<file path="src/rtl/multicycle_control_pkg.sv">
// ============================================================================
//  Module      : multicycle_control_pkg
//  Description : State encodings, opcode/funct constants and ALU op codes
//                shared by the multi-cycle control FSM and the ALU.
//  Revision    : 1.0 - initial release
// ============================================================================
`default_nettype none

package multicycle_control_pkg;

    typedef enum logic [3:0] {
        S_FETCH     = 4'd0,
        S_DECODE    = 4'd1,
        S_MEM_ADDR  = 4'd2,
        S_MEM_READ  = 4'd3,
        S_LOAD_WB   = 4'd4,
        S_MEM_WRITE = 4'd5,
        S_EXECUTE   = 4'd6,
        S_R_WB      = 4'd7,
        S_BRANCH    = 4'd8
    } state_t;

    localparam logic [5:0] OP_RTYPE = 6'h00;
    localparam logic [5:0] OP_BEQ   = 6'h04;
    localparam logic [5:0] OP_LW    = 6'h23;
    localparam logic [5:0] OP_SW    = 6'h2B;

    localparam logic [5:0] FUNCT_ADD = 6'h20;
    localparam logic [5:0] FUNCT_SUB = 6'h22;
    localparam logic [5:0] FUNCT_AND = 6'h24;
    localparam logic [5:0] FUNCT_OR  = 6'h25;
    localparam logic [5:0] FUNCT_SLT = 6'h2A;

    localparam logic [2:0] ALU_AND = 3'b000;
    localparam logic [2:0] ALU_OR  = 3'b001;
    localparam logic [2:0] ALU_ADD = 3'b010;
    localparam logic [2:0] ALU_SUB = 3'b110;
    localparam logic [2:0] ALU_SLT = 3'b111;

endpackage : multicycle_control_pkg

`default_nettype wire

</file>
<file path="src/rtl/multicycle_control_alu_decoder.sv">
// ============================================================================
//  Module      : multicycle_control_alu_decoder
//  Description : Combinational R-type funct -> ALU operation decoder.
//  Revision    : 1.0 - initial release
// ============================================================================
`default_nettype none

module multicycle_control_alu_decoder
    import multicycle_control_pkg::*;
(
    input  logic [5:0] i_funct,
    output logic [2:0] o_alu_control,
    output logic       o_valid
);

    // Unknown funct falls back to ADD so the ALU never sees an undefined op.
    always_comb begin
        o_alu_control = ALU_ADD;
        o_valid       = 1'b1;
        case (i_funct)
            FUNCT_ADD: o_alu_control = ALU_ADD;
            FUNCT_SUB: o_alu_control = ALU_SUB;
            FUNCT_AND: o_alu_control = ALU_AND;
            FUNCT_OR:  o_alu_control = ALU_OR;
            FUNCT_SLT: o_alu_control = ALU_SLT;
            default:   o_valid       = 1'b0;
        endcase
    end

endmodule : multicycle_control_alu_decoder

`default_nettype wire

</file>
<file path="src/rtl/multicycle_control.sv">
// ============================================================================
//  Module      : multicycle_control
//  Description : Multi-cycle control FSM sequencing fetch/decode/execute for
//                the load-operation datapath; sole source of alu_control.
//  Revision    : 1.0 - initial release
// ============================================================================
`default_nettype none

module multicycle_control
    import multicycle_control_pkg::*;
#(
    parameter int STATE_W    = 4,
    parameter bit ENABLE_BEQ = 1'b1
) (
    input  logic               clk,
    input  logic               reset,
    input  logic [5:0]         opcode,
    input  logic [5:0]         funct,
    input  logic               zero,
    input  logic               mem_ready,
    output logic               pc_write,
    output logic               pc_write_cond,
    output logic               iord,
    output logic               mem_read,
    output logic               mem_write,
    output logic               ir_write,
    output logic               reg_write,
    output logic               reg_dst,
    output logic               mem_to_reg,
    output logic               alu_src_a,
    output logic [1:0]         alu_src_b,
    output logic [2:0]         alu_control,
    output logic               illegal_op,
    output logic [STATE_W-1:0] state_dbg
);

    state_t     r_state;
    state_t     w_next;

    logic       w_pc_write;
    logic       w_pc_write_cond;
    logic       w_iord;
    logic       w_mem_read;
    logic       w_mem_write;
    logic       w_ir_write;
    logic       w_reg_write;
    logic       w_reg_dst;
    logic       w_mem_to_reg;
    logic       w_alu_src_a;
    logic [1:0] w_alu_src_b;
    logic [2:0] w_alu_control;
    logic       w_illegal_op;

    logic [2:0] w_dec_alu;
    logic       w_dec_valid;

    logic       w_is_lw;
    logic       w_is_sw;
    logic       w_is_rtype;
    logic       w_is_beq;

    // The zero flag qualifies pc_write_cond in the PC-load logic, not here.
    logic       w_unused_zero;
    assign w_unused_zero = zero;

    assign w_is_lw    = (opcode == OP_LW);
    assign w_is_sw    = (opcode == OP_SW);
    assign w_is_rtype = (opcode == OP_RTYPE);
    assign w_is_beq   = ENABLE_BEQ && (opcode == OP_BEQ);

    multicycle_control_alu_decoder u_alu_decoder (
        .i_funct       (funct),
        .o_alu_control (w_dec_alu),
        .o_valid       (w_dec_valid)
    );

    always_ff @(posedge clk) begin
        if (reset) begin
            r_state <= S_FETCH;
        end else begin
            r_state <= w_next;
        end
    end

    always_comb begin
        w_next          = S_FETCH;
        w_pc_write      = 1'b0;
        w_pc_write_cond = 1'b0;
        w_iord          = 1'b0;
        w_mem_read      = 1'b0;
        w_mem_write     = 1'b0;
        w_ir_write      = 1'b0;
        w_reg_write     = 1'b0;
        w_reg_dst       = 1'b0;
        w_mem_to_reg    = 1'b0;
        w_alu_src_a     = 1'b0;
        w_alu_src_b     = 2'b00;
        w_alu_control   = ALU_AND;
        w_illegal_op    = 1'b0;

        case (r_state)
            S_FETCH: begin
                w_mem_read    = 1'b1;
                w_alu_src_b   = 2'b01;
                w_alu_control = ALU_ADD;
                w_ir_write    = mem_ready;
                w_pc_write    = mem_ready;
                w_next        = mem_ready ? S_DECODE : S_FETCH;
            end
            S_DECODE: begin
                // Speculatively compute the branch target into ALUOut.
                w_alu_src_b   = 2'b11;
                w_alu_control = ALU_ADD;
                if (w_is_lw || w_is_sw) begin
                    w_next = S_MEM_ADDR;
                end else if (w_is_rtype) begin
                    w_next = S_EXECUTE;
                end else if (w_is_beq) begin
                    w_next = S_BRANCH;
                end else begin
                    w_illegal_op = 1'b1;
                    w_next       = S_FETCH;
                end
            end
            S_MEM_ADDR: begin
                w_alu_src_a   = 1'b1;
                w_alu_src_b   = 2'b10;
                w_alu_control = ALU_ADD;
                if (w_is_lw) begin
                    w_next = S_MEM_READ;
                end else if (w_is_sw) begin
                    w_next = S_MEM_WRITE;
                end else begin
                    w_next = S_FETCH;
                end
            end
            S_MEM_READ: begin
                w_mem_read = 1'b1;
                w_iord     = 1'b1;
                w_next     = mem_ready ? S_LOAD_WB : S_MEM_READ;
            end
            S_LOAD_WB: begin
                w_reg_write  = 1'b1;
                w_mem_to_reg = 1'b1;
                w_next       = S_FETCH;
            end
            S_MEM_WRITE: begin
                w_mem_write = 1'b1;
                w_iord      = 1'b1;
                w_next      = mem_ready ? S_FETCH : S_MEM_WRITE;
            end
            S_EXECUTE: begin
                w_alu_src_a   = 1'b1;
                w_alu_control = w_dec_alu;
                if (w_dec_valid) begin
                    w_next = S_R_WB;
                end else begin
                    w_illegal_op = 1'b1;
                    w_next       = S_FETCH;
                end
            end
            S_R_WB: begin
                w_reg_write = 1'b1;
                w_reg_dst   = 1'b1;
                w_next      = S_FETCH;
            end
            S_BRANCH: begin
                w_alu_src_a     = 1'b1;
                w_alu_control   = ALU_SUB;
                w_pc_write_cond = 1'b1;
                w_next          = S_FETCH;
            end
            default: begin
                w_next = S_FETCH;
            end
        endcase
    end

    // Reset masks every output combinationally so nothing escapes mid-abort.
    assign pc_write      = reset ? 1'b0  : w_pc_write;
    assign pc_write_cond = reset ? 1'b0  : w_pc_write_cond;
    assign iord          = reset ? 1'b0  : w_iord;
    assign mem_read      = reset ? 1'b0  : w_mem_read;
    assign mem_write     = reset ? 1'b0  : w_mem_write;
    assign ir_write      = reset ? 1'b0  : w_ir_write;
    assign reg_write     = reset ? 1'b0  : w_reg_write;
    assign reg_dst       = reset ? 1'b0  : w_reg_dst;
    assign mem_to_reg    = reset ? 1'b0  : w_mem_to_reg;
    assign alu_src_a     = reset ? 1'b0  : w_alu_src_a;
    assign alu_src_b     = reset ? 2'b00 : w_alu_src_b;
    assign alu_control   = reset ? 3'b000 : w_alu_control;
    assign illegal_op    = reset ? 1'b0  : w_illegal_op;
    assign state_dbg     = reset ? '0    : STATE_W'(r_state);

endmodule : multicycle_control

`default_nettype wire

</file>
<file path="config.mk">
export PLATFORM = sky130hd
export DESIGN_NAME = multicycle_control
export DESIGN_NICKNAME = d
export VERILOG_FILES = /design/src/rtl/multicycle_control_pkg.sv /design/src/rtl/multicycle_control_alu_decoder.sv /design/src/rtl/multicycle_control.sv
export SDC_FILE = /design/constraint.sdc
export NUM_CORES = 1
export LEC_CHECK = 0
export ABC_AREA = 0
export CAP_MARGIN = 20
export CORE_MARGIN = 2
export CORE_UTILIZATION = 40
export DETAILED_ROUTE_END_ITERATION = 10
export PLACE_DENSITY = 0.9
export SYNTH_ARGS = -nofsm -noshare
export SYNTH_HDL_FRONTEND = slang
export SYNTH_SLANG_ARGS = --single-unit
</file>
<file path="constraint.sdc">
create_clock -name clk -period 3.9 [get_ports clk]
set_clock_uncertainty 0.1 [all_clocks]
set_input_delay 0.585 -clock clk [delete_from_list [all_inputs] [get_ports clk]]
set_output_delay 0.585 -clock clk [all_outputs]
set_load 0.005 [all_outputs]
</file>
Figure 1. Placed cells, one color a class.
Scale: 6 px per um. Fill, decap, tap and diode cells in gray.
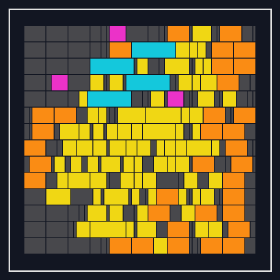
Key: remaining buffers and delay cells = orange [cells 34]; clock drivers = magenta [cells 3]; sequential cells = cyan [cells 4]; combinational and other logic = yellow [cells 79]
final core utilization: 65.5%
fin area: 963 um^2
flop share of the area: 8.31%
CORE AREA: 1470 um^2
# rows: 14

Figure 2. Metal layers overlaid.
Scale: 8 px per um. Two of the layers only.
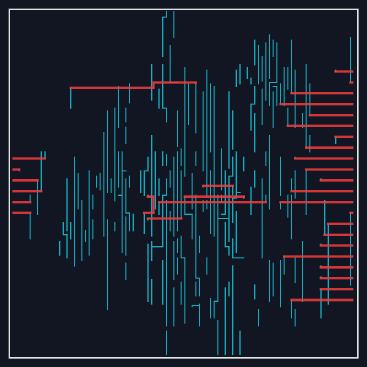
Key: metal 2 = cyan [wire length 812 um]; metal 3 = red [wire length 176 um]

Figure 3. Supply network.
Scale: 8 px per um. Pins as bars on the die edge.
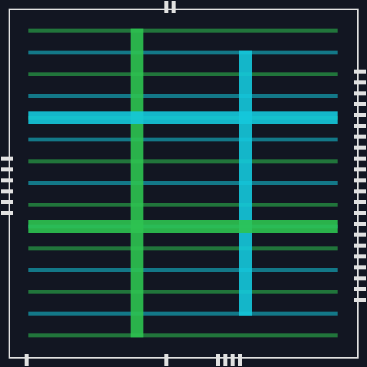
Key: VDD = cyan; VSS = green
36 signal pins sit on the boundary. 2 straps on met5. 2 straps on met4. 15 met1 rails follow the rows. The core has 14 rows.
chip height: 43.4 um
Max IR drop VDD: 0.128 mV

==> results_dict.tcl <==
# implementation run metrics
set metrics [dict create \
    p_per_area_nw_per_um2 151 \
    instances_no_fill 136 \
    yosysChipArea_um2 621 \
    endpoint_kind "output port" \
    fin_setup_tns_ps 0 \
    slew_violations 0 \
    worst-path-max-fanout 12 \
    clock_sinks 4 \
    initial_core_util_pct 42.2 \
    slowest_stage "clkdlybuf4s50_1" \
    clk_share_pct 2.34 \
    switchingPower_w 0.0000407 \
    cp-startpoint "reset" \
    pwr-share-seq_pct 30.8 \
    flop_cell "dfxtp_1" \
    clockPowerShare_pct 35.9 \
    async_flop_share_pct 0 \
    grt_max_degree 25 \
    simple_gate_share_pct 51.4 \
    synthAdderAreaFrac_pct 1.81 \
    wl_per_cell_um 12.7 \
    dp_hpwl_mm 1.34 \
    crit_arrival_ps 2490 \
    antenna_found_initial 0 \
    crit_family "buffers and inverters" \
    grt_use_total_pct 18.4 \
    path_depth 5 \
    yosys.area.top_type_share_pct 12.9 \
    holdWs_ps 583 \
    seq_area_frac_synth_pct 12.9 \
    critical_path_buf_inv_count 2 \
    path_class "in2out" \
    ant_nets 0 \
    num_tap_cells 16 \
    setup-violations-final 0 \
    clockRootBuffer "clkbuf_4" \
    area_delta_synth_final_pct 55.2 \
    logic_area_um2 489 \
    grtUsageMet2_pct 31.9 \
    hold_viol_final 0 \
    p_leak_nw 0.332 \
    drc 0 \
    cts.clk_slew.worst_paths_ps 40 \
    largestRegisters "r_state: 4 flops" \
    cp_cell_sequence "clkdlybuf4s50_1 -> nor2_1 -> nand4_1 -> o21bai_1 -> clkdlybuf4s50_1" \
    grt-busiest-layer "met2" \
    fp_nets 106 \
    r2r_slack_ps 2310 \
    vias 795 \
    die-width_um 43.4 \
    num-nonclk-buffers 34 \
    die_area_um2 1880 \
    aoi_share_pct 21.6 \
    boundaryPins 36 \
    fin_crit_sh_pct 81.5 \
    m1WireLength_um 737 \
    dr.first_iter.drc_count 16 \
    final_cell_mix "clkdlybuf4s50_1 (34), nand2_1 (9), nor2_1 (9)" \
    synth-xor-area-share_pct 4.03 \
    wl_met2_um 811 \
    status "completed" \
    ys_cells 90 \
]
Power figures rest on the tool's default switching activity, not on a simulated workload.
